### src/rtl/display_scan_scheduler_if.sv
// Bus bundle for the seven-segment scan scheduler: scan controls, digit
// patterns in, anode/segment drive and frame marker out.
interface display_scan_scheduler_if;
    logic        Enable;
    logic [7:0]  DigitMask;
    logic [7:0]  BlinkMask;
    logic [3:0]  Brightness;
    logic [63:0] SegIn;
    logic [7:0]  AN;
    logic [7:0]  BCD;
    logic        FrameStart;

    modport master (
        output Enable, DigitMask, BlinkMask, Brightness, SegIn,
        input  AN, BCD, FrameStart
    );

    modport slave (
        input  Enable, DigitMask, BlinkMask, Brightness, SegIn,
        output AN, BCD, FrameStart
    );
endinterface

### src/rtl/display_scan_scheduler.sv
// BLANK/ON scan sequencer for the 8-digit alarm clock display.
// Define SCAN_BLINK_EN to build the frame-counted set-mode blink.
module display_scan_scheduler #(
    parameter int DWELL_CYCLES = 62500,
    parameter int BLANK_CYCLES = 500,
    parameter int BLINK_FRAMES = 100
) (
    input logic                     Clock,
    input logic                     resetSW,
    display_scan_scheduler_if.slave bus
);
    localparam int OW   = $clog2(DWELL_CYCLES) + 5;
    localparam int MAXC = (DWELL_CYCLES > BLANK_CYCLES) ? DWELL_CYCLES : BLANK_CYCLES;
    localparam int CW   = $clog2(MAXC);
    localparam int KW   = (OW > CW) ? OW : CW;
    localparam logic [CW-1:0] DWELL_LAST = CW'(DWELL_CYCLES - 1);
    localparam logic [CW-1:0] BLANK_LAST = CW'(BLANK_CYCLES - 1);

    typedef enum logic {BLANK, ON} state_t;

    state_t        state, state_n;
    logic [2:0]    Idx, idx_n, nxt_idx, low_idx, base, cand;
    logic [CW-1:0] Cnt, cnt_n;
    logic          first, first_n, found;
    logic [7:0]    pat, pat_n, an_n, bcd_n;
    logic          fs_n, gate_n;
    logic [KW-1:0] on_limit;

    // Full-precision product before the >>4 so low brightness never rounds to 0
    assign on_limit = KW'(((OW'(bus.Brightness) + OW'(1)) * OW'(DWELL_CYCLES)) >> 4);

    // Next enabled digit (from 0 on the first slot, else after Idx) and frame-leading digit
    always_comb begin
        base    = first ? 3'd0 : Idx + 3'd1;
        cand    = '0;
        nxt_idx = '0;
        found   = 1'b0;
        for (int k = 0; k < 8; k++) begin
            cand = base + 3'(k);
            if (!found && bus.DigitMask[cand]) begin
                nxt_idx = cand;
                found   = 1'b1;
            end
        end
        low_idx = '0;
        for (int i = 7; i >= 0; i--)
            if (bus.DigitMask[i]) low_idx = 3'(i);
    end

    always_comb begin
        state_n = state;
        idx_n   = Idx;
        cnt_n   = Cnt;
        first_n = first;
        pat_n   = pat;
        fs_n    = 1'b0;
        if (!bus.Enable) begin
            state_n = BLANK;
            cnt_n   = '0;
            first_n = 1'b1;
        end else begin
            case (state)
                BLANK: begin
                    if (Cnt == BLANK_LAST) begin
                        cnt_n = '0;
                        if (found) begin
                            state_n = ON;
                            idx_n   = nxt_idx;
                            first_n = 1'b0;
                            pat_n   = bus.SegIn[{nxt_idx, 3'b000} +: 8];
                            fs_n    = (nxt_idx == low_idx);
                        end
                    end else begin
                        cnt_n = Cnt + CW'(1);
                    end
                end
                ON: begin
                    if (Cnt == DWELL_LAST) begin
                        state_n = BLANK;
                        cnt_n   = '0;
                    end else begin
                        cnt_n = Cnt + CW'(1);
                    end
                end
                default: state_n = BLANK;
            endcase
        end
    end

`ifdef SCAN_BLINK_EN
    localparam int BW = $clog2(BLINK_FRAMES + 1);
    logic [BW-1:0] BlinkCnt;
    logic          BlinkPhase, phase_n;

    // Phase flips on the frame-start edge so every slot of a frame shares one phase
    assign phase_n = (fs_n && BlinkCnt == BW'(BLINK_FRAMES)) ? ~BlinkPhase : BlinkPhase;
    assign gate_n  = phase_n & bus.BlinkMask[idx_n];

    always_ff @(posedge Clock or posedge resetSW) begin
        if (resetSW) begin
            BlinkCnt   <= '0;
            BlinkPhase <= 1'b0;
        end else if (fs_n) begin
            BlinkCnt   <= (BlinkCnt == BW'(BLINK_FRAMES)) ? BW'(1) : BlinkCnt + BW'(1);
            BlinkPhase <= phase_n;
        end
    end
`else
    logic unused_blink;
    assign unused_blink = ^bus.BlinkMask;
    assign gate_n       = 1'b0;
`endif

    always_comb begin
        an_n  = 8'hFF;
        bcd_n = 8'hFF;
        if (state_n == ON && KW'(cnt_n) < on_limit && !gate_n) begin
            an_n  = ~(8'h01 << idx_n);
            bcd_n = pat_n;
        end
    end

    always_ff @(posedge Clock or posedge resetSW) begin
        if (resetSW) begin
            state          <= BLANK;
            Idx            <= '0;
            Cnt            <= '0;
            first          <= 1'b1;
            pat            <= 8'hFF;
            bus.AN         <= 8'hFF;
            bus.BCD        <= 8'hFF;
            bus.FrameStart <= 1'b0;
        end else begin
            state          <= state_n;
            Idx            <= idx_n;
            Cnt            <= cnt_n;
            first          <= first_n;
            pat            <= pat_n;
            bus.AN         <= an_n;
            bus.BCD        <= bcd_n;
            bus.FrameStart <= fs_n;
        end
    end
endmodule

### src/flat_wrapper.sv
// flat-port wrapper written by rule: the top's interface ports become plain ports
module display_scan_scheduler_flat 
#(
    parameter int DWELL_CYCLES = 62500,
    parameter int BLANK_CYCLES = 500,
    parameter int BLINK_FRAMES = 100
)
  (Clock, resetSW, bus_Enable, bus_DigitMask, bus_BlinkMask, bus_Brightness, bus_SegIn, bus_AN, bus_BCD, bus_FrameStart);
  display_scan_scheduler_if bus_i ();
  input logic Clock;
  input logic resetSW;
  input wire logic [$bits(bus_i.Enable)-1:0] bus_Enable;
  input wire logic [$bits(bus_i.DigitMask)-1:0] bus_DigitMask;
  input wire logic [$bits(bus_i.BlinkMask)-1:0] bus_BlinkMask;
  input wire logic [$bits(bus_i.Brightness)-1:0] bus_Brightness;
  input wire logic [$bits(bus_i.SegIn)-1:0] bus_SegIn;
  output wire logic [$bits(bus_i.AN)-1:0] bus_AN;
  output wire logic [$bits(bus_i.BCD)-1:0] bus_BCD;
  output wire logic [$bits(bus_i.FrameStart)-1:0] bus_FrameStart;
  assign bus_i.Enable = bus_Enable;
  assign bus_i.DigitMask = bus_DigitMask;
  assign bus_i.BlinkMask = bus_BlinkMask;
  assign bus_i.Brightness = bus_Brightness;
  assign bus_i.SegIn = bus_SegIn;
  assign bus_AN = bus_i.AN;
  assign bus_BCD = bus_i.BCD;
  assign bus_FrameStart = bus_i.FrameStart;
  display_scan_scheduler #(.DWELL_CYCLES(DWELL_CYCLES), .BLANK_CYCLES(BLANK_CYCLES), .BLINK_FRAMES(BLINK_FRAMES)) u_core (.Clock(Clock), .resetSW(resetSW), .bus(bus_i));
endmodule
### config.mk
export PLATFORM = sky130hd
export DESIGN_NAME = display_scan_scheduler_flat
export DESIGN_NICKNAME = d
export VERILOG_FILES = /design/src/rtl/display_scan_scheduler_if.sv /design/src/rtl/display_scan_scheduler.sv /design/src/flat_wrapper.sv
export SDC_FILE = /design/constraint.sdc
export NUM_CORES = 1
export LEC_CHECK = 0
export ABC_CLOCK_PERIOD_IN_PS = 8300
export CAP_MARGIN = 10
export CORE_MARGIN = 2
export CORE_UTILIZATION = 40
export DETAILED_ROUTE_END_ITERATION = 10
export GPL_TIMING_DRIVEN = 0
export PLACE_DENSITY = 0.69
export SYNTH_ARGS = -nofsm -noshare
export SYNTH_HDL_FRONTEND = slang
export SYNTH_SLANG_ARGS = --single-unit
### constraint.sdc
create_clock -name Clock -period 8.3 [get_ports Clock]
set_input_delay 2.49 -clock Clock [delete_from_list [all_inputs] [get_ports Clock]]
set_output_delay 2.49 -clock Clock [all_outputs]
set_load 0.02 [all_outputs]
**Metal layers overlaid**

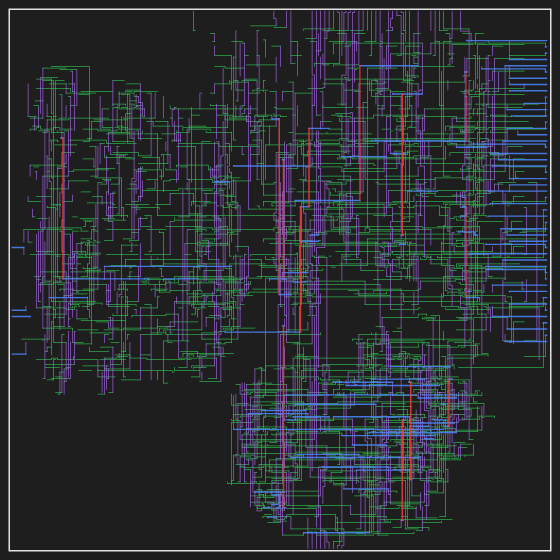
legend:
  blue:
    layer: metal 3
    wire_length: 1,000 µm
  purple:
    layer: metal 2
    wire_length: 6,890 µm
  green:
    layer: metal 1
    wire_length: 6,080 µm
  red:
    layer: metal 4
    wire_length: 328 µm

**Signal wires on met1**

Supply wires on this layer in grey.
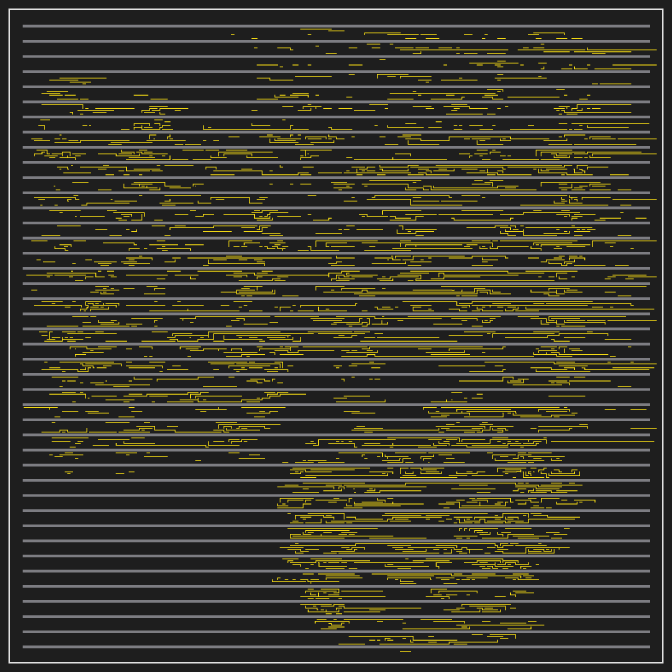
share of all routed wire: 43%
main direction: horizontal
nets with wire on the layer: 767
longest straight run: 36.8 µm

**Wiring heat map**

23 x 23 tiles, from black (low) to pale yellow (high), scaled to the fullest tile. Values are wire area over tile area, all layers added.
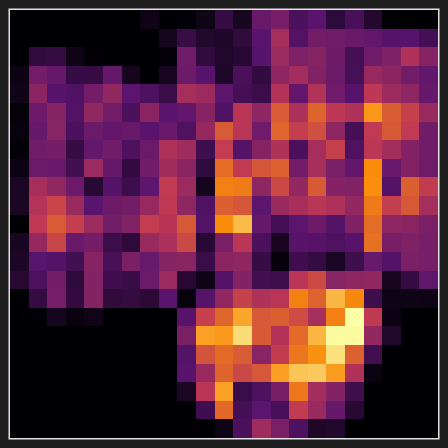
fullest tile: 0.62
tiles over half the peak: 17%
nearly empty tiles: 22%
mean over tiles: 0.17
emptiest ninth of the die: lower left

**Cells coloured by class**

Bar = 20 µm. Fill, decap, tap and diode cells in grey.
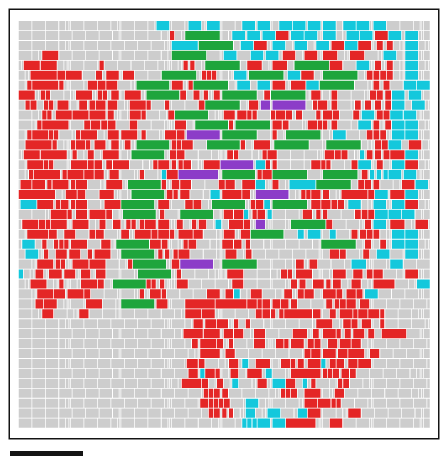
legend:
  purple:
    class: clock drivers and dummy loads
    cells: 8
    share_of_their_area: 2.7%
  red:
    class: combinational and other logic
    cells: 536
    share_of_their_area: 61%
  cyan:
    class: other buffers and delay cells
    cells: 120
    share_of_their_area: 17%
  green:
    class: flops
    cells: 46
    share_of_their_area: 19%
Core Region: 0.0126 mm²
flop share of the area: 18.2%
Finished Cell Area: 0.00649 mm²
fin util: 51.7%
row cnt: 41

==> impl_metrics.toml <==
# yosys + openroad results
[global_routing]
grt_antenna_before_repair = 0
grt_first_pass_wirelength_um = 22500
grt_most_used_layer = "met2"
grt_overflow_total = 0

[yosys]
synth_flops = 46
top_logic_kind = "simple AND/OR/NAND/NOR gates"
synthTopCellsByArea = "dfstp_2, ha_1, dfrtp_1"
synth_warnings = 0
syn_avg_cell_area_um2 = 8.42
yosysUniqueCellTypes = 80
syn-num-nets = 745
synthArstFlopShare_pct = 100

[critical_path]
path_max_fanout = 5
cp.depth = 23
crit_start = "bus_Brightness[1]"
critPathCapture = "u_core.bus.BCD[6]"
critPathBufInv = 5
startpoint_type = "input pin"
crit_family = "adder cells"
r2r_end = "u_core.bus.AN[3]"
critical_path_class = "input pin to register"
crit_arrival_ps = 8030

[clock_tree]
htreeDepth = 2
cts_root_buf = "clkbuf_16"
tritoncts = "yes"

[power]
p_int_w = 0.000524
vdd.ir_drop.worst_mv = 0.0749
p_sw_share_pct = 31.8
powerSeq_w = 0.000238
power.leakage_nw = 2.75
clockPowerShare_pct = 29.7
switchingPower_w = 0.000245
powerDensity_mw_per_mm2 = 118

[routing]
top_layer_used = "met4"
first_pass_iters = 5
drt_iter0_markers = 346
vias = 5015
drt-met1-wl_um = 6080

[final_timing]
setup_ws_ps = 467
setup_tns_ps = 0
slew-limit-headroom_pct = 52.8
whs_ps = 487
rsz0062_at_grt = "no"

[finish]
area_delta_synth_final_pct = 26.8
register_area_mm2 = 0.00118
largest_reg_flops = 16
num_antenna_cells = 0
dominant_cells = "logic gates"
buffers = 120
drive_gt1_share_pct = 13.5
ff_count = 46
bufAreaShareNonClock_pct = 16.7
final_cell_mix = "clkdlybuf4s50_1, nand3_1, nor2_1"

[status]
status = "complete, no violations"

[placement]
place_congestion = 0.938
placed_cells = 871

[flow_run]
warnings = 40

[die]
io-pin-count = 104
